File: config.mk
export PLATFORM = sky130hd
export DESIGN_NAME = crt_timing_gen_flat
export DESIGN_NICKNAME = d
export VERILOG_FILES = /design/src/rtl/crt_timing_gen_if.sv /design/src/rtl/crt_timing_gen.sv /design/src/flat_wrapper.sv
export SDC_FILE = /design/constraint.sdc
export NUM_CORES = 1
export LEC_CHECK = 0
export ABC_AREA = 1
export CAP_MARGIN = 30
export CORE_MARGIN = 2
export CORE_UTILIZATION = 30
export DETAILED_ROUTE_END_ITERATION = 6
export GPL_TIMING_DRIVEN = 0
export MAX_ROUTING_LAYER = met4
export PLACE_DENSITY = 0.53
export SLEW_MARGIN = 20
export SYNTH_ARGS = -nofsm -noshare
export SYNTH_HDL_FRONTEND = slang
export SYNTH_SLANG_ARGS = --single-unit
File: constraint.sdc
create_clock -name clk -period 10.03 [get_ports clk]
set_input_delay 2.006 -clock clk [delete_from_list [all_inputs] [get_ports clk]]
set_output_delay 2.006 -clock clk [all_outputs]
set_load 0.01 [all_outputs]
File: src/rtl/crt_timing_gen_if.sv
// crt_timing_gen_if: pixel-timing bus from the timing generator to the RAMDAC.
interface crt_timing_gen_if #(parameter int PIXADDR_WIDTH = 32);
  logic [PIXADDR_WIDTH-1:0] fb_base;
  logic                     hs;
  logic                     vs;
  logic                     ven;
  logic [PIXADDR_WIDTH-1:0] pixaddr;
  logic                     frame_start;
  logic                     flip_done;
  modport master (input fb_base, output hs, vs, ven, pixaddr, frame_start, flip_done);
  modport slave (output fb_base, input hs, vs, ven, pixaddr, frame_start, flip_done);
endinterface

File: src/rtl/crt_timing_gen.sv
// crt_timing_gen: hs/vs/ven and linear pixel address from free-running h/v counters,
// with a double-buffer frame base latched once per frame during vsync.
module crt_timing_gen #(
  parameter int PIXADDR_WIDTH = 32,
  parameter int H_VIS         = 640,
  parameter int H_FP          = 16,
  parameter int H_SYNC        = 96,
  parameter int H_BP          = 48,
  parameter int V_VIS         = 480,
  parameter int V_FP          = 10,
  parameter int V_SYNC        = 2,
  parameter int V_BP          = 33,
  parameter bit HS_POL        = 1'b0,
  parameter bit VS_POL        = 1'b0,
  parameter int STRIDE        = 640,
  parameter int RESET_BASE    = 0
) (
  input logic             clk,
  input logic             rst_n,
  crt_timing_gen_if.master bus
);
  localparam int H_TOTAL = H_VIS + H_FP + H_SYNC + H_BP;
  localparam int V_TOTAL = V_VIS + V_FP + V_SYNC + V_BP;
  localparam int HW = $clog2(H_TOTAL);
  localparam int VW = $clog2(V_TOTAL);
  localparam int AW = PIXADDR_WIDTH;
  logic          run_q;
  logic [HW-1:0] h_q, h_d;
  logic [VW-1:0] v_q, v_d;
  logic [AW-1:0] fbase_q, fbase_d, lbase_q, lbase_d, pix_q, pix_d, lb;
  logic          hs_q, hs_d, vs_q, vs_d, ven_q, ven_d, fs_q, fs_d, fd_q, fd_d;
  logic          h_wrap, top;
  always_comb begin
    h_wrap  = h_q == HW'(H_TOTAL - 1);
    top     = h_q == '0 && v_q == '0;
    ven_d   = h_q < HW'(H_VIS) && v_q < VW'(V_VIS);
    fd_d    = h_q == '0 && v_q == VW'(V_VIS + V_FP);
    fs_d    = top;
    lb      = top ? fbase_q : lbase_q;
    h_d     = h_wrap ? '0 : h_q + HW'(1);
    v_d     = !h_wrap ? v_q : (v_q == VW'(V_TOTAL - 1)) ? '0 : v_q + VW'(1);
    lbase_d = (ven_d && h_q == HW'(H_VIS - 1)) ? lb + AW'(STRIDE) : lb;
    fbase_d = fd_d ? bus.fb_base : fbase_q;
    pix_d   = ven_d ? lb + AW'(h_q) : pix_q;
    hs_d    = (h_q >= HW'(H_VIS + H_FP) && h_q < HW'(H_VIS + H_FP + H_SYNC)) ? HS_POL : ~HS_POL;
    vs_d    = (v_q >= VW'(V_VIS + V_FP) && v_q < VW'(V_VIS + V_FP + V_SYNC)) ? VS_POL : ~VS_POL;
  end
  // The first edge after release only arms the pipeline so position k lands after edge k+1.
  always_ff @(posedge clk or negedge rst_n)
    if (!rst_n) begin
      run_q   <= 1'b0;
      h_q     <= '0;
      v_q     <= '0;
      fbase_q <= AW'(RESET_BASE);
      lbase_q <= AW'(RESET_BASE);
      pix_q   <= '0;
      hs_q    <= ~HS_POL;
      vs_q    <= ~VS_POL;
      ven_q   <= 1'b0;
      fs_q    <= 1'b0;
      fd_q    <= 1'b0;
    end else if (!run_q) begin
      run_q <= 1'b1;
    end else begin
      h_q     <= h_d;
      v_q     <= v_d;
      fbase_q <= fbase_d;
      lbase_q <= lbase_d;
      pix_q   <= pix_d;
      hs_q    <= hs_d;
      vs_q    <= vs_d;
      ven_q   <= ven_d;
      fs_q    <= fs_d;
      fd_q    <= fd_d;
    end
  assign bus.hs          = hs_q;
  assign bus.vs          = vs_q;
  assign bus.ven         = ven_q;
  assign bus.pixaddr     = pix_q;
  assign bus.frame_start = fs_q;
  assign bus.flip_done   = fd_q;
endmodule

File: src/flat_wrapper.sv
// flat-port wrapper written by rule: the top's interface ports become plain ports
module crt_timing_gen_flat 
#(
  parameter int PIXADDR_WIDTH = 32,
  parameter int H_VIS         = 640,
  parameter int H_FP          = 16,
  parameter int H_SYNC        = 96,
  parameter int H_BP          = 48,
  parameter int V_VIS         = 480,
  parameter int V_FP          = 10,
  parameter int V_SYNC        = 2,
  parameter int V_BP          = 33,
  parameter bit HS_POL        = 1'b0,
  parameter bit VS_POL        = 1'b0,
  parameter int STRIDE        = 640,
  parameter int RESET_BASE    = 0
)
  (clk, rst_n, bus_fb_base, bus_hs, bus_vs, bus_ven, bus_pixaddr, bus_frame_start, bus_flip_done);
  crt_timing_gen_if #(.PIXADDR_WIDTH(PIXADDR_WIDTH)) bus_i ();
  input logic clk;
  input logic rst_n;
  input wire logic [$bits(bus_i.fb_base)-1:0] bus_fb_base;
  output wire logic [$bits(bus_i.hs)-1:0] bus_hs;
  output wire logic [$bits(bus_i.vs)-1:0] bus_vs;
  output wire logic [$bits(bus_i.ven)-1:0] bus_ven;
  output wire logic [$bits(bus_i.pixaddr)-1:0] bus_pixaddr;
  output wire logic [$bits(bus_i.frame_start)-1:0] bus_frame_start;
  output wire logic [$bits(bus_i.flip_done)-1:0] bus_flip_done;
  assign bus_i.fb_base = bus_fb_base;
  assign bus_hs = bus_i.hs;
  assign bus_vs = bus_i.vs;
  assign bus_ven = bus_i.ven;
  assign bus_pixaddr = bus_i.pixaddr;
  assign bus_frame_start = bus_i.frame_start;
  assign bus_flip_done = bus_i.flip_done;
  crt_timing_gen #(.PIXADDR_WIDTH(PIXADDR_WIDTH), .H_VIS(H_VIS), .H_FP(H_FP), .H_SYNC(H_SYNC), .H_BP(H_BP), .V_VIS(V_VIS), .V_FP(V_FP), .V_SYNC(V_SYNC), .V_BP(V_BP), .HS_POL(HS_POL), .VS_POL(VS_POL), .STRIDE(STRIDE), .RESET_BASE(RESET_BASE)) u_core (.clk(clk), .rst_n(rst_n), .bus(bus_i));
endmodule
layer_met3.png
Cells faint in the background.
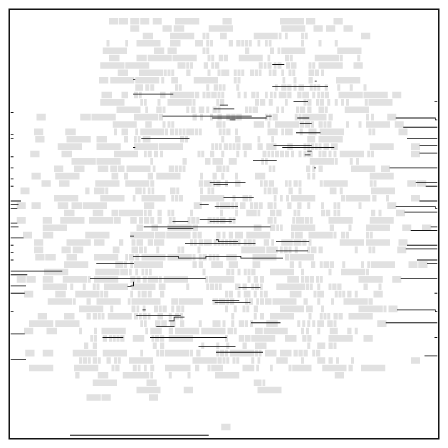
86 nets have wire on it. The layer carries 957 microns of wire. The longest straight run is 50.8 microns. The wires run mostly horizontal.

clk_routes.png
Bar = 50 microns.
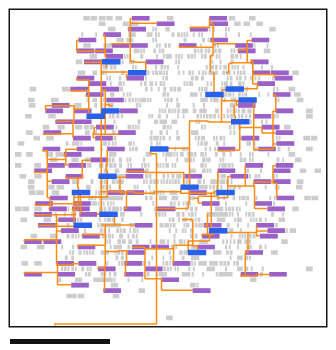
Key: orange = clock wires [length 1940 microns]; blue = clock drivers [count 17]; purple = flip-flops [count 122]
There are 18 routed clock nets. Position of the flops: widely spread.
clk_skew: 0.0102 ns
P_clk: 634 uW

==> impl_metrics.ini <==
; physical design summary
[hold_path]
min_to = u_core.lbase_q[18]
hp-start = u_core.lbase_q[18]
holdPathStages = 2
hold_class = reg -> reg

[finish]
mostFrequentLayoutCell = nand2_1
seq_area_sq_mm = 0.00306
nonClockBufferCount = 96
fin_cells = 1336
comb_share_pct = 39.6
drive_gt1_share_pct = 13.6
insertedDiodeCount = 0
clock_area_share_pct = 6.83
seqAreaFraction_pct = 34.6
largest_cell_class = multi-input combinational cells
mi_logic_area_sq_mm = 0.00350
fin_nets = 1054
postLayoutCoreUtil_pct = 37.9
stdcell_area_sq_mm = 0.00883
nonClkBufAreaFrac_pct = 9.70
num-multi-input-gates = 655
most-common-layout-cells = nand2_1 (264), dfrtp_1 (120), inv_1 (97), nand3_1 (75), clkdlybuf4s50_1 (69)
area_growth_pct = 24.5
inv_count = 112
ff_count = 122
clkbuf_count = 19
nFillCells = 2404

[critical_path]
worstRegToRegCells = 22
r2r-end = u_core.bus.pixaddr[28]
path_buffers = 3
critPathMaxStageDelay_ns = 0.45
endpoint = u_core.bus.pixaddr[28]
endpoint_kind = register
arrival_ns = 5.01
worstSetupPathDepth = 22
critPathMaxFanout = 10
required_ns = 10.34
crit_top_cell = nand2_1
crit_path_top_delay_cell = o21ai_0
crit_chain = inv_1 -> ha_1 -> nand2_1 -> nor3_1 -> nand2_1 -> clkbuf_1 -> o21ai_0 -> ha_1 -> inv_1 -> fa_1 -> o21ai_0 -> nand2_1 -> nand2_1 -> nand3_1 -> nand2_1 -> nand2_2 -> nor2_4 -> nand2_1 -> nand2_1 -> nand2_1 -> nand2_1 -> nand2_1
worstReg2RegStart = u_core.h_q[1]
cp_top_family = simple AND/OR/NAND/NOR gates
startpoint_type = register
crit_path_start = u_core.h_q[1]
reg2reg_slack_ns = 5.32

[route]
routed_wl_mm = 20.1
wl_met1_mm = 10.7
drt_iter0_markers = 470
detail-route-antenna-nets = 0
dr.pass1.iters = 7
met2WireLength_mm = 8.22
viasPerCell = 4.59
wl_met3_microns = 957
avgRoutedWirePerCell_microns = 15.0

[global_routing]
grt_pass1_wl_mm = 32.1
grt-ovfl-total = 0
grt_use_met1_pct = 26.1
grt_busiest_layer = met1
grt_max_degree = 66
grtUsageMet3_pct = 2.71
use_met2_pct = 24.0
grtUsageTotal_pct = 17.4
antenna_found_initial = 0
grt_pass1_vias = 5865

[floorplan]
num_io_pins = 71
fp-row-count = 56
floorplanUtilization_pct = 30.4
die_area_sq_mm = 0.0249
core_area_sq_mm = 0.0233
n_tap_cell = 319
die_y_microns = 158

[clock_tree]
path_clk_slew_ns = 0.06
cts_buffer_depth = 2
cts_made_buffers = 17
cts_tree = yes
h-tree-depth = 4
cts_resized = 0
clock_latency_ns = 0.42
clock-root-buffer = clkbuf_16
hold_buffers = 0

[yosys]
adder_share_pct = 2.93
topCellsByArea = dfrtp_1 (42%), nand2_1 (14%), nand3_1 (5.3%), inv_1 (5.1%), mux2_2 (5.1%)
synthCells = 914
top_area_share_pct = 42.3
syn_area_sq_mm = 0.00710
ff_type = dfrtp_1
yosysWarnings = 0
edf_count = 0
top_cell = nand2_1
synth_flops = 122
synth.avg_cell_area_sq_um = 7.76
synthTopCellsByCount = nand2_1 (264), dfrtp_1 (120), inv_1 (97), nand3_1 (75), o21ai_0 (51)
ys_top_logic_family = simple AND/OR/NAND/NOR gates
ys_sh_aoi_pct = 8.34
ys_sh_xor_pct = 2.22
ys_area_sq_mm = 0.00710
ys_sh_mux_pct = 5.08
fp_nets = 964
synthArstFlopShare_pct = 100
simple_gate_area_share_pct = 30.7
synth.distinct_cells = 44
largest_area_cell = dfrtp_1

[timing]
rsz0062_at_grt = false
min_period_ns = 4.71
setup_viol = 0
fmax_mhz = 213
layout_setup_ws_ns = 5.32
tns_ns = 0
slew_viol_final = 0
worst_pin_slew_ns = 0.853
finalHoldViolCount = 0
holdWs_ns = 0.476
max-slew-margin-rel_pct = 43.2

[placed_design]
routabilityCongestion = 0.897
dp.cells = 1304
hpwl_mm = 15.3
pre_cts_ws_ns = 5.35
dpl_cell_area_sq_mm = 0.00823
port_buffers = 70

[job]
warnings = 28
drv_cap = 0

[pwr]
p_leak_uw = 0.00416
seq_power_share_pct = 31.8
p_comb_uw = 868
maxPowerGroup = combinational logic
power_density_mw_per_mm2 = 249
vdd_drop_max_mv = 0.124
finalPower_uw = 2200
p_sw_share_pct = 38.5
p_seq_uw = 702
p_switching_uw = 848
power.share.clock_pct = 28.8
combPwrFrac_pct = 39.4
p_int_uw = 1360

[outcome]
outcome = finished, final reports clean
Power and IR drop assume default switching activity.
